--- src/rtl/totient_seg_scanner_if.sv ---
// rtl/totient_seg_scanner_if.sv - sample/control/display bundle for the totient segment scanner
//
// Purpose: groups the sampling controls, the incoming segment pattern and the
// multiplexed display/status outputs of totient_seg_scanner.
// Signals:
//   sample_en  capture seg_in this cycle
//   clr        synchronous clear of history, sum, count, bad_pat
//   mode       0: show history, 1: show sum
//   seg_in     {A..G} from the generator, A = bit6
//   seg_out    {A..G} of the scanned digit
//   dig_en     one-hot digit enable, bit0 = rightmost
//   sum        saturating sum of valid samples
//   count      number of valid samples, wraps
//   bad_pat    sticky undecodable-pattern flag
// Modports: master drives the controls and seg_in, slave is the scanner.

interface totient_seg_scanner_if #(
  parameter int SUM_W = 8
);
  logic             sample_en;
  logic             clr;
  logic             mode;
  logic [6:0]       seg_in;
  logic [6:0]       seg_out;
  logic [3:0]       dig_en;
  logic [SUM_W-1:0] sum;
  logic [4:0]       count;
  logic             bad_pat;

  modport master (
    output sample_en, clr, mode, seg_in,
    input  seg_out, dig_en, sum, count, bad_pat
  );

  modport slave (
    input  sample_en, clr, mode, seg_in,
    output seg_out, dig_en, sum, count, bad_pat
  );
endinterface

--- src/rtl/totient_seg_scanner.sv ---
// rtl/totient_seg_scanner.sv - decodes generator segments, keeps history/sum, scans a 4-digit display
//
// Purpose: samples a 7-segment pattern, decodes it to a hex value, keeps a
// 4-deep history and a saturating running sum, and multiplexes either view
// onto a 4-digit common-segment display.
// Ports:
//   CLK_LABEL  clock, all state on the rising edge
//   R          asynchronous active-low reset
//   bus        totient_seg_scanner_if.slave (controls in, display/status out)
// Parameters:
//   PRESCALE   cycles each digit stays lit (>= 2)
//   SUM_W      running-sum width, saturates at all-ones

module totient_seg_scanner #(
  parameter int PRESCALE = 1000,
  parameter int SUM_W    = 8
) (
  input  logic                  CLK_LABEL,
  input  logic                  R,
  totient_seg_scanner_if.slave  bus
);

  localparam int PS_W  = $clog2(PRESCALE);
  localparam int PAD_W = (SUM_W > 16) ? SUM_W : 16;
  // Digits 0/1 always carry sum nibbles; 2/3 only when the sum is wide enough.
  localparam logic [3:0] SUM_DIG_MASK = {(SUM_W > 12), (SUM_W > 8), 2'b11};

  // Returns {valid, value}; unknown patterns come back with valid = 0.
  function automatic logic [4:0] seg_dec(input logic [6:0] s);
    case (s)
      7'h7E: return 5'h10;
      7'h30: return 5'h11;
      7'h6D: return 5'h12;
      7'h79: return 5'h13;
      7'h33: return 5'h14;
      7'h5B: return 5'h15;
      7'h5F: return 5'h16;
      7'h70: return 5'h17;
      7'h7F: return 5'h18;
      7'h7B: return 5'h19;
      7'h77: return 5'h1A;
      7'h1F: return 5'h1B;
      7'h4E: return 5'h1C;
      7'h3D: return 5'h1D;
      7'h4F: return 5'h1E;
      7'h47: return 5'h1F;
      default: return 5'h00;
    endcase
  endfunction

  function automatic logic [6:0] seg_enc(input logic [3:0] v);
    case (v)
      4'h0: return 7'h7E;
      4'h1: return 7'h30;
      4'h2: return 7'h6D;
      4'h3: return 7'h79;
      4'h4: return 7'h33;
      4'h5: return 7'h5B;
      4'h6: return 7'h5F;
      4'h7: return 7'h70;
      4'h8: return 7'h7F;
      4'h9: return 7'h7B;
      4'hA: return 7'h77;
      4'hB: return 7'h1F;
      4'hC: return 7'h4E;
      4'hD: return 7'h3D;
      4'hE: return 7'h4F;
      default: return 7'h47;
    endcase
  endfunction

  logic [PS_W-1:0]  pre_q;
  logic [1:0]       idx_q;
  logic [3:0][3:0]  hist_q;
  logic [3:0]       hist_vld_q;
  logic [SUM_W-1:0] sum_q;
  logic [4:0]       count_q;
  logic             bad_q;
  logic [6:0]       seg_q;
  logic [3:0]       dig_q;

  logic [4:0]       dec;
  logic [SUM_W:0]   sum_ext;
  logic [SUM_W-1:0] sum_sat;
  logic [PAD_W-1:0] sum_pad;
  logic [3:0]       nib;
  logic [6:0]       seg_nxt;
  logic [3:0]       dig_nxt;

  assign dec     = seg_dec(bus.seg_in);
  // One spare bit catches the carry; any carry clamps to all-ones.
  assign sum_ext = {1'b0, sum_q} + (SUM_W+1)'(dec[3:0]);
  assign sum_sat = sum_ext[SUM_W] ? {SUM_W{1'b1}} : sum_ext[SUM_W-1:0];
  assign sum_pad = PAD_W'(sum_q);
  assign nib     = sum_pad[{idx_q, 2'b00} +: 4];

  // Display drive is computed from the current index and state, then registered,
  // so updates and mode changes show up exactly one edge later.
  always_comb begin
    seg_nxt = 7'h00;
    dig_nxt = 4'b0001 << idx_q;
    if (!bus.mode) begin
      if (hist_vld_q[idx_q]) seg_nxt = seg_enc(hist_q[idx_q]);
    end else if (SUM_DIG_MASK[idx_q]) begin
      seg_nxt = seg_enc(nib);
    end
  end

  always_ff @(posedge CLK_LABEL or negedge R) begin
    if (!R) begin
      pre_q      <= '0;
      idx_q      <= 2'd0;
      hist_q     <= '0;
      hist_vld_q <= 4'b0000;
      sum_q      <= '0;
      count_q    <= 5'd0;
      bad_q      <= 1'b0;
      seg_q      <= 7'h00;
      dig_q      <= 4'b0001;
    end else begin
      // Scan timing runs free of clr so the display never stalls.
      if (pre_q == PS_W'(PRESCALE - 1)) begin
        pre_q <= '0;
        idx_q <= idx_q + 2'd1;
      end else begin
        pre_q <= pre_q + PS_W'(1);
      end

      if (bus.clr) begin
        hist_q     <= '0;
        hist_vld_q <= 4'b0000;
        sum_q      <= '0;
        count_q    <= 5'd0;
        bad_q      <= 1'b0;
      end else if (bus.sample_en) begin
        if (dec[4]) begin
          hist_q     <= {hist_q[2:0], dec[3:0]};
          hist_vld_q <= {hist_vld_q[2:0], 1'b1};
          sum_q      <= sum_sat;
          count_q    <= count_q + 5'd1;
        end else begin
          bad_q <= 1'b1;
        end
      end

      seg_q <= seg_nxt;
      dig_q <= dig_nxt;
    end
  end

  assign bus.seg_out = seg_q;
  assign bus.dig_en  = dig_q;
  assign bus.sum     = sum_q;
  assign bus.count   = count_q;
  assign bus.bad_pat = bad_q;

endmodule
--- src/flat_wrapper.sv ---
// flat-port wrapper written by rule: the top's interface ports become plain ports
module totient_seg_scanner_flat 
#(
  parameter int PRESCALE = 1000,
  parameter int SUM_W    = 8
)
  (CLK_LABEL, R, bus_sample_en, bus_clr, bus_mode, bus_seg_in, bus_seg_out, bus_dig_en, bus_sum, bus_count, bus_bad_pat);
  totient_seg_scanner_if #(.SUM_W(SUM_W)) bus_i ();
  input  logic CLK_LABEL;
  input  logic R;
  input wire logic [$bits(bus_i.sample_en)-1:0] bus_sample_en;
  input wire logic [$bits(bus_i.clr)-1:0] bus_clr;
  input wire logic [$bits(bus_i.mode)-1:0] bus_mode;
  input wire logic [$bits(bus_i.seg_in)-1:0] bus_seg_in;
  output wire logic [$bits(bus_i.seg_out)-1:0] bus_seg_out;
  output wire logic [$bits(bus_i.dig_en)-1:0] bus_dig_en;
  output wire logic [$bits(bus_i.sum)-1:0] bus_sum;
  output wire logic [$bits(bus_i.count)-1:0] bus_count;
  output wire logic [$bits(bus_i.bad_pat)-1:0] bus_bad_pat;
  assign bus_i.sample_en = bus_sample_en;
  assign bus_i.clr = bus_clr;
  assign bus_i.mode = bus_mode;
  assign bus_i.seg_in = bus_seg_in;
  assign bus_seg_out = bus_i.seg_out;
  assign bus_dig_en = bus_i.dig_en;
  assign bus_sum = bus_i.sum;
  assign bus_count = bus_i.count;
  assign bus_bad_pat = bus_i.bad_pat;
  totient_seg_scanner #(.PRESCALE(PRESCALE), .SUM_W(SUM_W)) u_core (.CLK_LABEL(CLK_LABEL), .R(R), .bus(bus_i));
endmodule
--- config.mk ---
export PLATFORM = sky130hd
export DESIGN_NAME = totient_seg_scanner_flat
export DESIGN_NICKNAME = d
export VERILOG_FILES = /design/src/rtl/totient_seg_scanner_if.sv /design/src/rtl/totient_seg_scanner.sv /design/src/flat_wrapper.sv
export SDC_FILE = /design/constraint.sdc
export NUM_CORES = 1
export LEC_CHECK = 0
export CAP_MARGIN = 20
export CORE_AREA = 3 3 94 96
export DETAILED_ROUTE_END_ITERATION = 16
export DIE_AREA = 0 0 97 99
export PLACE_DENSITY = 0.76
export SYNTH_ARGS = -nofsm -noshare
export SYNTH_HDL_FRONTEND = slang
export SYNTH_SLANG_ARGS = --single-unit
--- constraint.sdc ---
create_clock -name CLK_LABEL -period 2.7 [get_ports CLK_LABEL]
set_input_delay 0.675 -clock CLK_LABEL [delete_from_list [all_inputs] [get_ports CLK_LABEL]]
set_output_delay 0.675 -clock CLK_LABEL [all_outputs]
set_load 0.005 [all_outputs]
### The metal 4 layer, run 1

(3 px per µm)
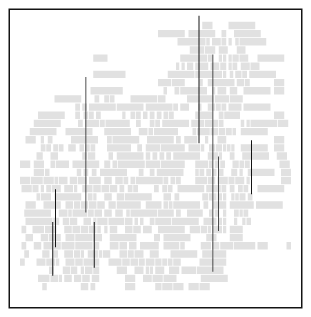
wire length on this layer: 253 µm
share of all routed wire: 3.0%
longest straight run: 72.1 µm
nets with wire on the layer: 7

### M1 wires, run 1

(4 px per µm)
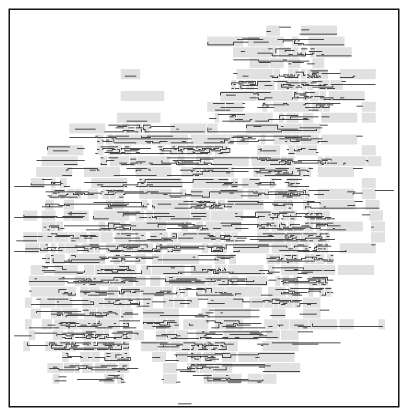
wire length on this layer: 3780 µm
nets with wire on the layer: 434
main direction: horizontal
share of all routed wire: 44%

### Met3 routing, run 1

(3 px per µm)
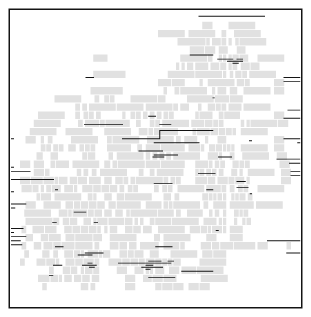
longest straight run: 21.9 µm
main direction: horizontal
nets with wire on the layer: 54
share of all routed wire: 4.1%

==> impl_metrics.py, run 1 <==
# Metrics from the implementation run
metrics = {
    "critical_path": {
        "cp-start-kind": "primary input",
        "cp_slowest_cell": "or3b_4",
        "crit_fanout": 7,
        "r2r-end": "u_core.bus.seg_out[5]$_DFF_PN0_",
        "startpoint": "bus_seg_in[5]",
    },
    "yosys": {
        "syn-cell-area_um2": 3580,
        "yosys_warnings": 0,
        "ys_sh_adder": 0.0789,
    },
    "route": {
        "wirelength_mm": 8.51,
        "wl_met3_um": 349,
    },
    "final_timing": {
        "finalMaxSlewViolations": 0,
        "tns_ps": 0,
        "finalClockSkew_ps": 8.41,
    },
    "place": {
        "pre_cts_ws_ps": -773,
        "dp_cells": 538,
    },
    "run": {
        "maxCapViolCount": 0,
    },
    "final_layout": {
        "nNetsFinal": 485,
        "area_growth_pct": 28.6,
        "fin_util": 0.567,
    },
    "run_status": {
        "run_status": "finished, final reports clean",
    },
    "power": {
        "combPwrFrac": 0.141,
        "p_leak_nw": 1.94,
        "power.total_mw": 2.06,
    },
}
[run 1: sequential cells by signal, summed over array words and instances, names as in the netlist]
register and count:
u_core.bus.sum 8, u_core.bus.bad_pat 1, u_core.bus.count 5, u_core.hist_vld_q 4, u_core.hist_q 16, u_core.idx_q 2
u_core.bus.dig_en 4, u_core.pre_q 10, u_core.bus.seg_out 7
[run 1: worst max-delay path: cells and delay by family]
kind | cells | cell delay [ps]
and+or+nand+nor | 5 | 1050
AOI/OAI and AO/OA | 5 | 850
adders and majority gates | 1 | 210
buffers and inverters | 1 | 140
[run 1: area by class of cell]
type	instances	area, µm²
Fill cell	711	3520
Multi-Input combinational cell	289	2110
Sequential cell	57	1430
Timing Repair Buffer	81	677
Tap cell	105	131
Clock buffer	9	124
Clock inverter	7	95.1
Inverter	13	48.8
### The metal 2 layer, run 1

(4 px per µm)
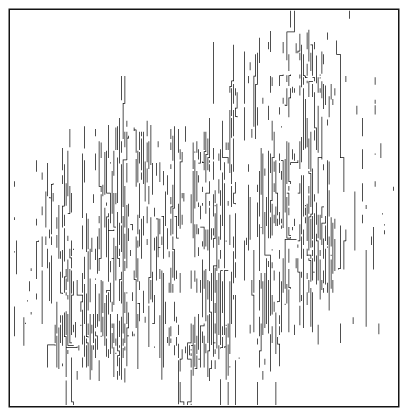

==> inputs of run 2 (changes only) <==
- SETUP_SLACK_MARGIN: not set -> 0.3
### The metal 2 layer, run 2

(4 px per µm)
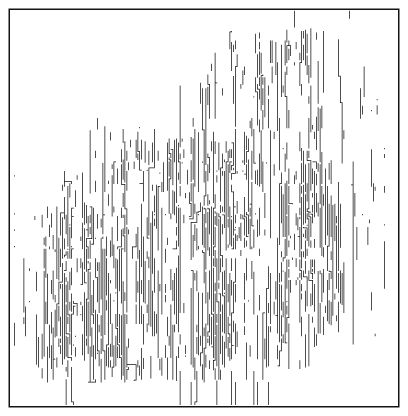
share of all routed wire: 50%
longest straight run: 45.6 µm

### The metal 4 layer, run 2

(3 px per µm)
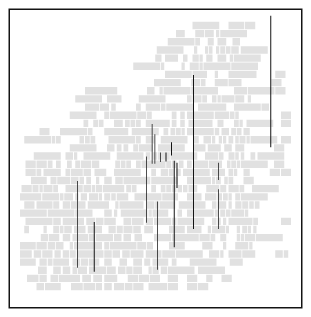
Vias: 3371
total wire length: 9.45 mm

==> impl_metrics.py, run 2 <==
# Metrics from the implementation run
metrics = {
    "run_status": {
        "run_status": "finished, final reports clean",
    },
    "power": {
        "p_clk_mw": 0.825,
        "p_leak_nw": 2.01,
        "power.total_mw": 2.05,
        "p_per_area_nw_per_um2": 421,
        "combPwrFrac": 0.165,
    },
    "critical_path": {
        "crit_fanout": 5,
        "end_kind": "flop",
        "worstPathArrival_ps": 2880,
        "endpoint": "u_core.bus.sum[6]$_DFFE_PN0P_",
        "crit_cells": 12,
        "startpoint": "bus_seg_in[4]",
        "r2r-end": "u_core.bus.seg_out[3]$_DFF_PN0_",
        "cp-start-kind": "primary input",
        "cp.buffers_inverters": 2,
        "worstSetupPathType": "primary input to flop",
    },
    "final_layout": {
        "layout_top_cells": "dfrtp_1 (55), buf_4 (37), a21oi_1 (35), nand2_1 (28), clkdlybuf4s50_1 (28)",
        "fillerInstances": 628,
        "mi_logic_area_um2": 2220,
        "fin_util": 0.599,
        "regMostFlops": "u_core.hist_q",
        "largest_reg_flops": 16,
        "nNetsFinal": 488,
        "area_growth_pct": 35.9,
    },
    "place": {
        "pre_cts_ws_ps": -772,
        "place_hpwl_mm": 5.88,
        "dp_cells": 534,
    },
    "final_timing": {
        "finalHoldViolCount": 0,
        "finalClockSkew_ps": 6.76,
        "finalMaxSlewViolations": 0,
        "tns_ps": 0,
    },
    "grt": {
        "grt_pass1_wl_mm": 14.9,
        "met2_usage": 0.313,
    },
    "yosys": {
        "ys_types": 59,
        "ys_sh_adder": 0.0789,
        "syn-cell-area_um2": 3580,
        "synth_async_sr_flop_share": 1.00,
        "flop_cell": "dfrtp_1",
    },
    "clock_network": {
        "htreeDepth": 3,
        "cts_made_buffers": 9,
    },
    "route": {
        "drcViolationCount": 0,
        "ant_nets": 0,
    },
    "run": {
        "maxCapViolCount": 0,
    },
    "floorplanning": {
        "die_w_um": 97,
    },
}
[run 2: cell counts after synthesis]
Identical to the previous run, type by type.
[run 2: cell type report]
class / count / area share
flip-flops and latches: 57 / 0.293
repair buffers: 84 / 0.172
clock inverters: 6 / 0.0136
well taps: 105 / 0.0270
inverters: 13 / 0.0100
multi-input cells: 289 / 0.456
clock buffers: 10 / 0.0283
[run 2: what timing repair did]
item / in CTS / in global routing
gates cloned: 0 / 1
resized: 63 / 34
hold endpoints to repair: 0 / 0
setup buffers: 7 / 6
pin swaps: 20 / 21
endpoints found under the setup margin: 33 / 32
[run 2: metal layers]
metal / part of all wire / vias to the layer above
met1: 0.40 / 1632
met5: 0 / -
met2: 0.50 / 160
li1: - / 1545
met4: 0.029 / 0
met3: 0.064 / 34
### Routing congestion map, run 2

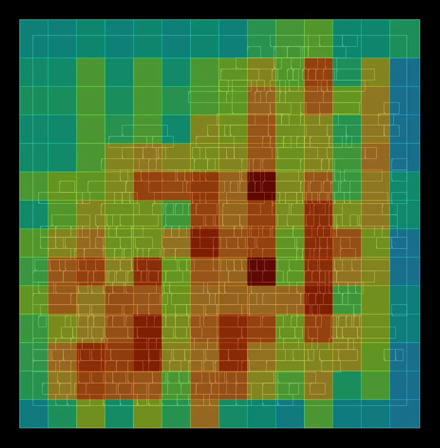

==> inputs of run 3 (changes only) <==
- SKIP_CTS_REPAIR_TIMING: not set -> 1
### Routing congestion map, run 3

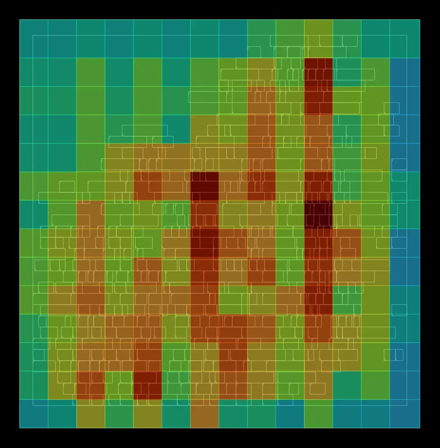
Core Util, Final: 0.580
average wire per standard cell: 15.9 µm
GR Util All Layers: 0.182
routing usage on met3: 0.0418

### Met3 routing, run 3

(3 px per µm)
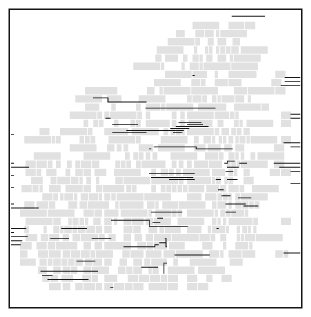
share of all routed wire: 5.2%
nets with wire on the layer: 55
main direction: horizontal

==> impl_metrics.py, run 3 <==
# Metrics from the implementation run
metrics = {
    "route": {
        "wl_met1_mm": 3.84,
        "ant_nets": 0,
        "top_layer": "met4",
        "wirelength_mm": 8.89,
        "vias": 3275,
        "wl_met2_mm": 4.45,
        "wl_met3_um": 462,
        "drcViolationCount": 0,
    },
    "place": {
        "pre_cts_ws_ps": -772,
        "dp_cells": 534,
    },
    "grt": {
        "grt_pass1_wl_mm": 14.3,
        "met2_usage": 0.295,
    },
    "power": {
        "combPwrFrac": 0.155,
        "p_per_area_nw_per_um2": 429,
        "p_clk_mw": 0.823,
        "p_leak_nw": 1.95,
        "power.total_mw": 2.02,
    },
    "critical_path": {
        "cp-start-kind": "primary input",
        "worstPathArrival_ps": 2840,
        "worstSetupPathType": "primary input to flop",
        "startpoint": "bus_seg_in[1]",
        "r2r-end": "u_core.bus.seg_out[3]$_DFF_PN0_",
        "endpoint": "u_core.bus.sum[6]$_DFFE_PN0P_",
        "crit_fanout": 9,
    },
    "final_layout": {
        "regMostFlops": "u_core.hist_q",
        "layout_top_cells": "dfrtp_1 (55), a21oi_1 (40), buf_4 (40), clkdlybuf4s50_1 (28), nand2_1 (27)",
        "nNetsFinal": 484,
        "largest_reg_flops": 16,
        "area_growth_pct": 31.5,
    },
    "yosys": {
        "syn-cell-area_um2": 3580,
        "ys_sh_adder": 0.0789,
        "synth_async_sr_flop_share": 1.00,
    },
    "run_status": {
        "run_status": "finished, final reports clean",
    },
    "final_timing": {
        "finalMaxSlewViolations": 0,
        "finalClockSkew_ps": 7.88,
    },
    "clock_network": {
        "cts_made_buffers": 9,
    },
    "floorplanning": {
        "die_w_um": 97,
    },
}
## run 3: cell type report
type,instances,area (µm²),area share
Timing Repair Buffer,80,733,0.156
Clock buffer,10,138,0.0292
Clock inverter,6,66.3,0.0141
Inverter,13,48.8,0.0104
Multi-Input combinational cell,289,2170,0.460
Tap cell,105,131,0.0279
Sequential cell,57,1430,0.303
## run 3: kinds of logic (layout without fill, tap and decap cells)
family / count (synthesis) / in the layout
simple gates: 126 / 126
compound gates: 113 / 113
flops: 57 / 57
buf+inv: 41 / 109
fa+ha+maj: 22 / 22
mux: 16 / 16
xor+xnor: 12 / 12
## run 3: worst max-delay path: stages
cell	delay, ps
buf_6	120
or2_1	250
o32ai_1	410
nand2_1	130
nand3_2	120
ha_4	210
a21o_1	170
a21o_1	180
and2_4	190
and4b_1	190
a211oi_2	190
No activity file was given, so power comes from the tool's default toggle rates.
